===== src/rtl/muldiv_unit.sv =====
`default_nettype none
// ============================================================================
//  Module   : muldiv_unit
//  Purpose  : Iterative multiply/divide unit for the execution stage. It
//             performs MULT/MULTU/DIV/DIVU (one bit per cycle) and owns the
//             HI/LO registers, which can also be written directly (MTHI/MTLO).
//  Ports    : clk, rst            - clock (rising edge), async active-high reset
//             start, mul_control  - request + one-hot op (MULT,MULTU,DIV,DIVU)
//             src_a, src_b        - rs / rt operands, latched on acceptance
//             mthi_we, mtlo_we,
//             mt_data             - direct HI/LO writes
//             flush               - cancel an in-flight operation
//             busy, done          - operation in flight / result-written pulse
//             hi, lo              - architectural HI/LO registers
//  Revision : 1.0 - initial release
// ============================================================================
module muldiv_unit #(
  parameter int WIDTH = 32,
  parameter int ITER  = WIDTH
) (
  input  logic             clk,
  input  logic             rst,
  input  logic             start,
  input  logic [3:0]       mul_control,
  input  logic [WIDTH-1:0] src_a,
  input  logic [WIDTH-1:0] src_b,
  input  logic             mthi_we,
  input  logic             mtlo_we,
  input  logic [WIDTH-1:0] mt_data,
  input  logic             flush,
  output logic             busy,
  output logic             done,
  output logic [WIDTH-1:0] hi,
  output logic [WIDTH-1:0] lo
);

  localparam int              CW   = (ITER > 1) ? $clog2(ITER) : 1;
  localparam logic [CW-1:0]   LAST = CW'(ITER - 1);

  typedef enum logic [1:0] {
    S_IDLE = 2'd0,
    S_CALC = 2'd1,
    S_FIX  = 2'd2
  } state_t;

  state_t               state_q, state_d;
  logic [CW-1:0]        cnt_q, cnt_d;
  logic [3:0]           op_q, op_d;
  // Shared accumulator: multiply {partial product, multiplier};
  // divide {partial remainder, dividend/quotient}.
  logic [2*WIDTH-1:0]   acc_q, acc_d;
  logic [WIDTH-1:0]     opnd_q, opnd_d;   // multiplicand or divisor magnitude
  logic [WIDTH-1:0]     araw_q, araw_d;   // raw src_a, needed for divide-by-zero
  logic                 sa_q, sa_d, sb_q, sb_d;
  logic [WIDTH-1:0]     hi_q, hi_d, lo_q, lo_d;
  logic                 done_q, done_d;

  // Operand decode at acceptance
  logic                 onehot, op_signed, op_is_mul;
  logic [WIDTH-1:0]     mag_a, mag_b;

  assign onehot    = (mul_control != 4'd0) && ((mul_control & (mul_control - 4'd1)) == 4'd0);
  assign op_signed = mul_control[0] | mul_control[2];
  assign op_is_mul = mul_control[0] | mul_control[1];
  assign mag_a     = (op_signed && src_a[WIDTH-1]) ? -src_a : src_a;
  assign mag_b     = (op_signed && src_b[WIDTH-1]) ? -src_b : src_b;

  // Shift-add multiply step: add multiplicand on multiplier LSB, shift right
  // with the carry kept in the top bit.
  logic [WIDTH:0]       mul_sum;
  logic [2*WIDTH-1:0]   mul_next;
  assign mul_sum  = {1'b0, acc_q[2*WIDTH-1:WIDTH]} + (acc_q[0] ? {1'b0, opnd_q} : '0);
  assign mul_next = {mul_sum, acc_q[WIDTH-1:1]};

  // Restoring divide step: shift in the next dividend bit, trial-subtract.
  logic [WIDTH:0]       rem_sh, diff;
  logic [2*WIDTH-1:0]   div_next;
  assign rem_sh = acc_q[2*WIDTH-1:WIDTH-1];
  assign diff   = rem_sh - {1'b0, opnd_q};
  assign div_next = diff[WIDTH] ? {rem_sh[WIDTH-1:0], acc_q[WIDTH-2:0], 1'b0}
                                : {diff[WIDTH-1:0],   acc_q[WIDTH-2:0], 1'b1};

  // Sign fix-up and final HI/LO values
  logic [2*WIDTH-1:0]   prod;
  logic [WIDTH-1:0]     res_hi, res_lo;
  always_comb begin
    prod   = (op_q[0] && (sa_q ^ sb_q)) ? -acc_q : acc_q;
    res_hi = prod[2*WIDTH-1:WIDTH];
    res_lo = prod[WIDTH-1:0];
    if (op_q[2] || op_q[3]) begin
      if (opnd_q == '0) begin
        // Divide by zero: fixed pattern, dividend passed through unsigned-fixed
        res_lo = '1;
        res_hi = araw_q;
      end else begin
        res_lo = (op_q[2] && (sa_q ^ sb_q)) ? -acc_q[WIDTH-1:0] : acc_q[WIDTH-1:0];
        res_hi = (op_q[2] && sa_q) ? -acc_q[2*WIDTH-1:WIDTH] : acc_q[2*WIDTH-1:WIDTH];
      end
    end
  end

  // Next-state logic
  always_comb begin
    state_d = state_q;
    cnt_d   = cnt_q;
    op_d    = op_q;
    acc_d   = acc_q;
    opnd_d  = opnd_q;
    araw_d  = araw_q;
    sa_d    = sa_q;
    sb_d    = sb_q;
    hi_d    = hi_q;
    lo_d    = lo_q;
    done_d  = 1'b0;

    if (mthi_we) hi_d = mt_data;
    if (mtlo_we) lo_d = mt_data;

    case (state_q)
      S_IDLE: begin
        if (start && onehot && !flush) begin
          state_d = S_CALC;
          cnt_d   = '0;
          op_d    = mul_control;
          sa_d    = op_signed & src_a[WIDTH-1];
          sb_d    = op_signed & src_b[WIDTH-1];
          araw_d  = src_a;
          if (op_is_mul) begin
            acc_d  = {{WIDTH{1'b0}}, mag_b};
            opnd_d = mag_a;
          end else begin
            acc_d  = {{WIDTH{1'b0}}, mag_a};
            opnd_d = mag_b;
          end
        end
      end
      S_CALC: begin
        if (flush) begin
          state_d = S_IDLE;
          cnt_d   = '0;
        end else begin
          acc_d = (op_q[0] | op_q[1]) ? mul_next : div_next;
          if (cnt_q == LAST) begin
            state_d = S_FIX;
            cnt_d   = '0;
          end else begin
            cnt_d = cnt_q + CW'(1);
          end
        end
      end
      S_FIX: begin
        state_d = S_IDLE;
        if (!flush) begin
          // Operation result takes priority over a same-edge MTHI/MTLO
          hi_d   = res_hi;
          lo_d   = res_lo;
          done_d = 1'b1;
        end
      end
      default: state_d = S_IDLE;
    endcase
  end

  always_ff @(posedge clk or posedge rst) begin
    if (rst) begin
      state_q <= S_IDLE;
      cnt_q   <= '0;
      op_q    <= '0;
      acc_q   <= '0;
      opnd_q  <= '0;
      araw_q  <= '0;
      sa_q    <= 1'b0;
      sb_q    <= 1'b0;
      hi_q    <= '0;
      lo_q    <= '0;
      done_q  <= 1'b0;
    end else begin
      state_q <= state_d;
      cnt_q   <= cnt_d;
      op_q    <= op_d;
      acc_q   <= acc_d;
      opnd_q  <= opnd_d;
      araw_q  <= araw_d;
      sa_q    <= sa_d;
      sb_q    <= sb_d;
      hi_q    <= hi_d;
      lo_q    <= lo_d;
      done_q  <= done_d;
    end
  end

  assign busy = (state_q != S_IDLE);
  assign done = done_q;
  assign hi   = hi_q;
  assign lo   = lo_q;

endmodule
`default_nettype wire


===== config.mk =====
export PLATFORM = sky130hd
export DESIGN_NAME = muldiv_unit
export DESIGN_NICKNAME = d
export VERILOG_FILES = /design/src/rtl/muldiv_unit.sv
export SDC_FILE = /design/constraint.sdc
export NUM_CORES = 1
export LEC_CHECK = 0
export CAP_MARGIN = 20
export CORE_MARGIN = 2
export CORE_UTILIZATION = 32
export CTS_CLUSTER_DIAMETER = 150
export CTS_CLUSTER_SIZE = 40
export DETAILED_ROUTE_END_ITERATION = 7
export PLACE_DENSITY = 0.55
export SETUP_SLACK_MARGIN = 0.4
export SLEW_MARGIN = 20
export SYNTH_ARGS = -nofsm -noshare
export SYNTH_HDL_FRONTEND = slang
export SYNTH_SLANG_ARGS = --single-unit

===== constraint.sdc =====
create_clock -name clk -period 10.6 [get_ports clk]
set_input_delay 1.06 -clock clk [delete_from_list [all_inputs] [get_ports clk]]
set_output_delay 1.06 -clock clk [all_outputs]
set_load 0.005 [all_outputs]

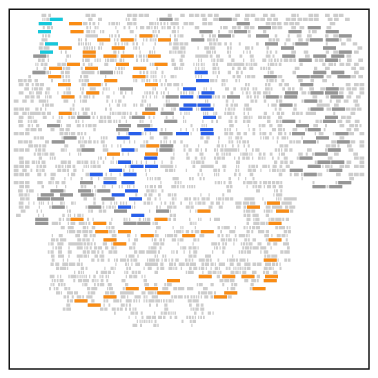
*Sequential cells grouped by signal name*
Drawn at 1.5 px/µm.
name in the netlist	colour	sequential cells
araw_q	blue	32
acc_q	orange	64
cnt_q	cyan	5
not coloured	105

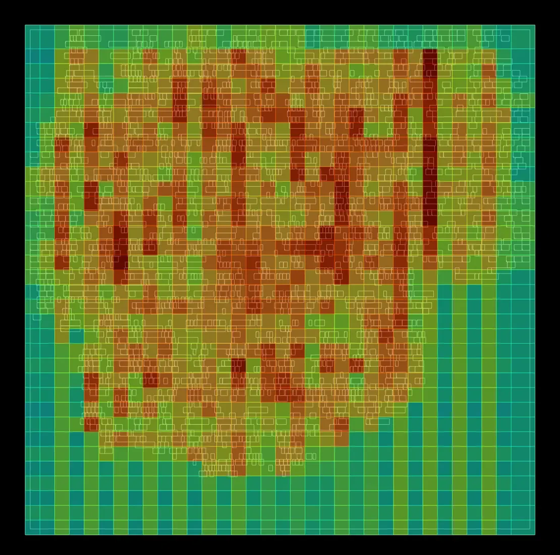
*Routing congestion map*
GR Layer Usage met2: 0.381
GRT Util Overall: 0.247
Final Util: 0.367
routed len/inst: 23.7 µm

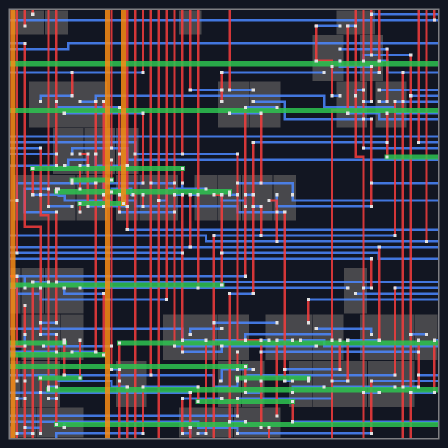
*Layout detail*
Region (107, 107) to (132, 132) µm. Cells in grey, sequential cells in the stronger grey; small squares are vias.
layer	colour
met4	orange
met1	blue
met2	red
met3	green
sequential cells in the window	0
cells with their middle in the window	42
most frequent	nor2_1 (11), nor3_1 (6), a21oi_1 (4)

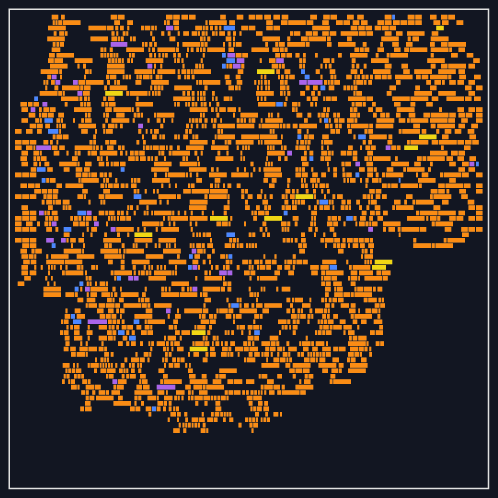
*Cells by drive strength*
Drawn at 2 px/µm.
size	colour	cells	share
drive 3 to 4	purple	41	1.7%
drive 1 or less	orange	2,245	96%
drive 2	blue	45	1.9%
drive 6 and up	yellow	13	0.55%

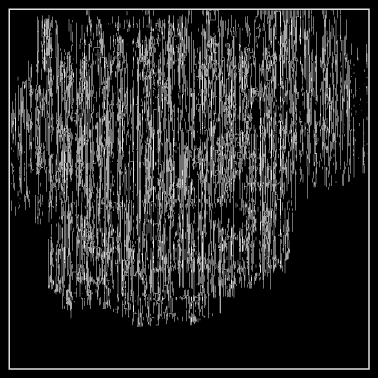
*Signal wires on met2*
Drawn at 1.5 px/µm.
main direction	vertical
share of all routed wire	44%
longest straight run	70.7 µm
nets with wire on the layer	2,006

## synth_stat cells, drive strengths merged (4+ instances only)
cell     instances
nor4            25
nor3            51
a22oi           29
o32a             8
o21ai          186
a32oi            6
a31oi           36
xnor2           85
buf             32
and2            12
a221o            8
o22ai            6
a211o            4
o221ai          19
and3            12
nand3           27
o31ai           21
or4              8
a311oi           5
xor2            74
mux2i           99
ha              70
a211oi          33
a221oi           4
nand2          341
a21o            26
or2             11
inv             69
o41ai            5
o2111ai          4
o21bai          10
nand4           11
nor2b           20
nand2b          13
a21oi          243
o21a             6
dfrtp          206
o211ai          47
or3             25
clkbuf         122
nor2           216
## through the flow
step | total power [mW] | setup WS, ns | cells
after floorplan | 3.18 | 3.92 | 2288
after global placement | 4.01 | 6.18 | 3036
after detailed placement | 4.05 | 6.29 | 3036
after CTS | 4.51 | 6.26 | 3047
after global routing | 4.87 | 6.02 | 3048
final | 4.56 | 6.21 | 3048
## cells by family (layout without fill, tap and decap cells)
logic type               count (synthesis)  in the layout
adder cells (fa/ha/maj)                 72             72
flip-flops                             206            206
multiplexers                           102            102
AND/OR/NAND/NOR                        791            791
XOR/XNOR                               159            159
AND-OR/OR-AND                          734            734
buffers and inverters                  224            280
## critical path, delay by kind of cell (launching register included)
kind            cells  cell delay (ns)
xor+xnor            1             0.44
fa+ha+maj           2             0.69
buf+inv             2             0.69
flops               1             0.52
compound gates      6             1.61
simple gates        1             0.18
mux                 1             0.14
## area by class of cell
cell class / instances / area (µm²)
repair buffers: 200 / 1930
clock inverters: 2 / 40.0
inverters: 69 / 267
multi-input cells: 1858 / 11600
clock buffers: 9 / 225
well taps: 704 / 881
fillers: 5644 / 34700
flip-flops and latches: 206 / 5150
## final timing paths
check                                         end  slack, ns  cells past startpoint
max in group asynchronous  araw_q[28]$_DFFE_PP0P_       8.22                      3
hold reg to reg            araw_q[11]$_DFFE_PP0P_       0.50                      2
min in group asynchronous        lo[12]$_DFF_PP0_       0.97                      2
setup reg to reg            acc_q[32]$_DFFE_PP0P_       6.21                     13
hold / removal             araw_q[11]$_DFFE_PP0P_       0.50                      2
setup / recovery            acc_q[32]$_DFFE_PP0P_       6.21                     13
## routing by layer
metal,global-route usage,vias to the layer above,part of all wire
met5,0,-,0.00023
met3,0.0284,79,0.075
met4,0.0536,2,0.022
met1,0.369,8694,0.46
met2,0.381,807,0.44
li1,-,8312,-
## sequential cells by signal (all words and copies together) (netlist names)
register,count
hi,32
cnt_q,5
acc_q,64
op_q,4
araw_q,32
lo,32
state_q,2
sb_q,1
sa_q,1
done,1
opnd_q,32
## where the power goes
| group | switching, mW | internal [mW] | leakage, nW |
|---|---|---|---|
| Clock | 0.294 | 0.166 | 0.130 |
| Combinational | 1.60 | 1.08 | 5.87 |
| Sequential | 0.444 | 0.969 | 2.52 |
==> qor.txt <==
Clock transition at path regs: 0.16 ns
Worst-Margin Slew: 1.12 ns
Status: finished, final reports clean
Ys Warns: 0
Die Height: 239 µm
Reg-to-Reg Start: acc_q[31]$_DFFE_PP0P_
Critical Path Start Type: register
Total power divided by cell area: 227 nW/µm²
Largest net degree at the start of global routing: 89
Drt total wl: 72,400 µm
Core area: 54,800 µm²
Cell Area, Synth: 17,700 µm²
Clk_lat worst skew: 0.52 ns
Chip Area, Yosys: 17,700 µm²
I/O Buffers: 171
H-tree Lvls: 1
Final Hold Fails: 0
DRC Markers: 0
Ys cells: 2,288
Finished Cell Area: 20,100 µm²
Final Slew Violations: 0
Total CTS buffers: 9
Main area contributors: dfrtp_1, nand2_1, a21oi_1
Max VDD drop: 114 µV
Max-cap violations: 0
Hold buffer count at CTS: 0
Net total in the final layout: 2,522
Fmax: 228 MHz
Complex Gates by Area: 0.259
Unrepaired setup endpoints after global routing: no
Vias: 17.9k
Basic Gates by Area: 0.206
Power figures rest on the tool's default switching activity, not on a simulated workload.
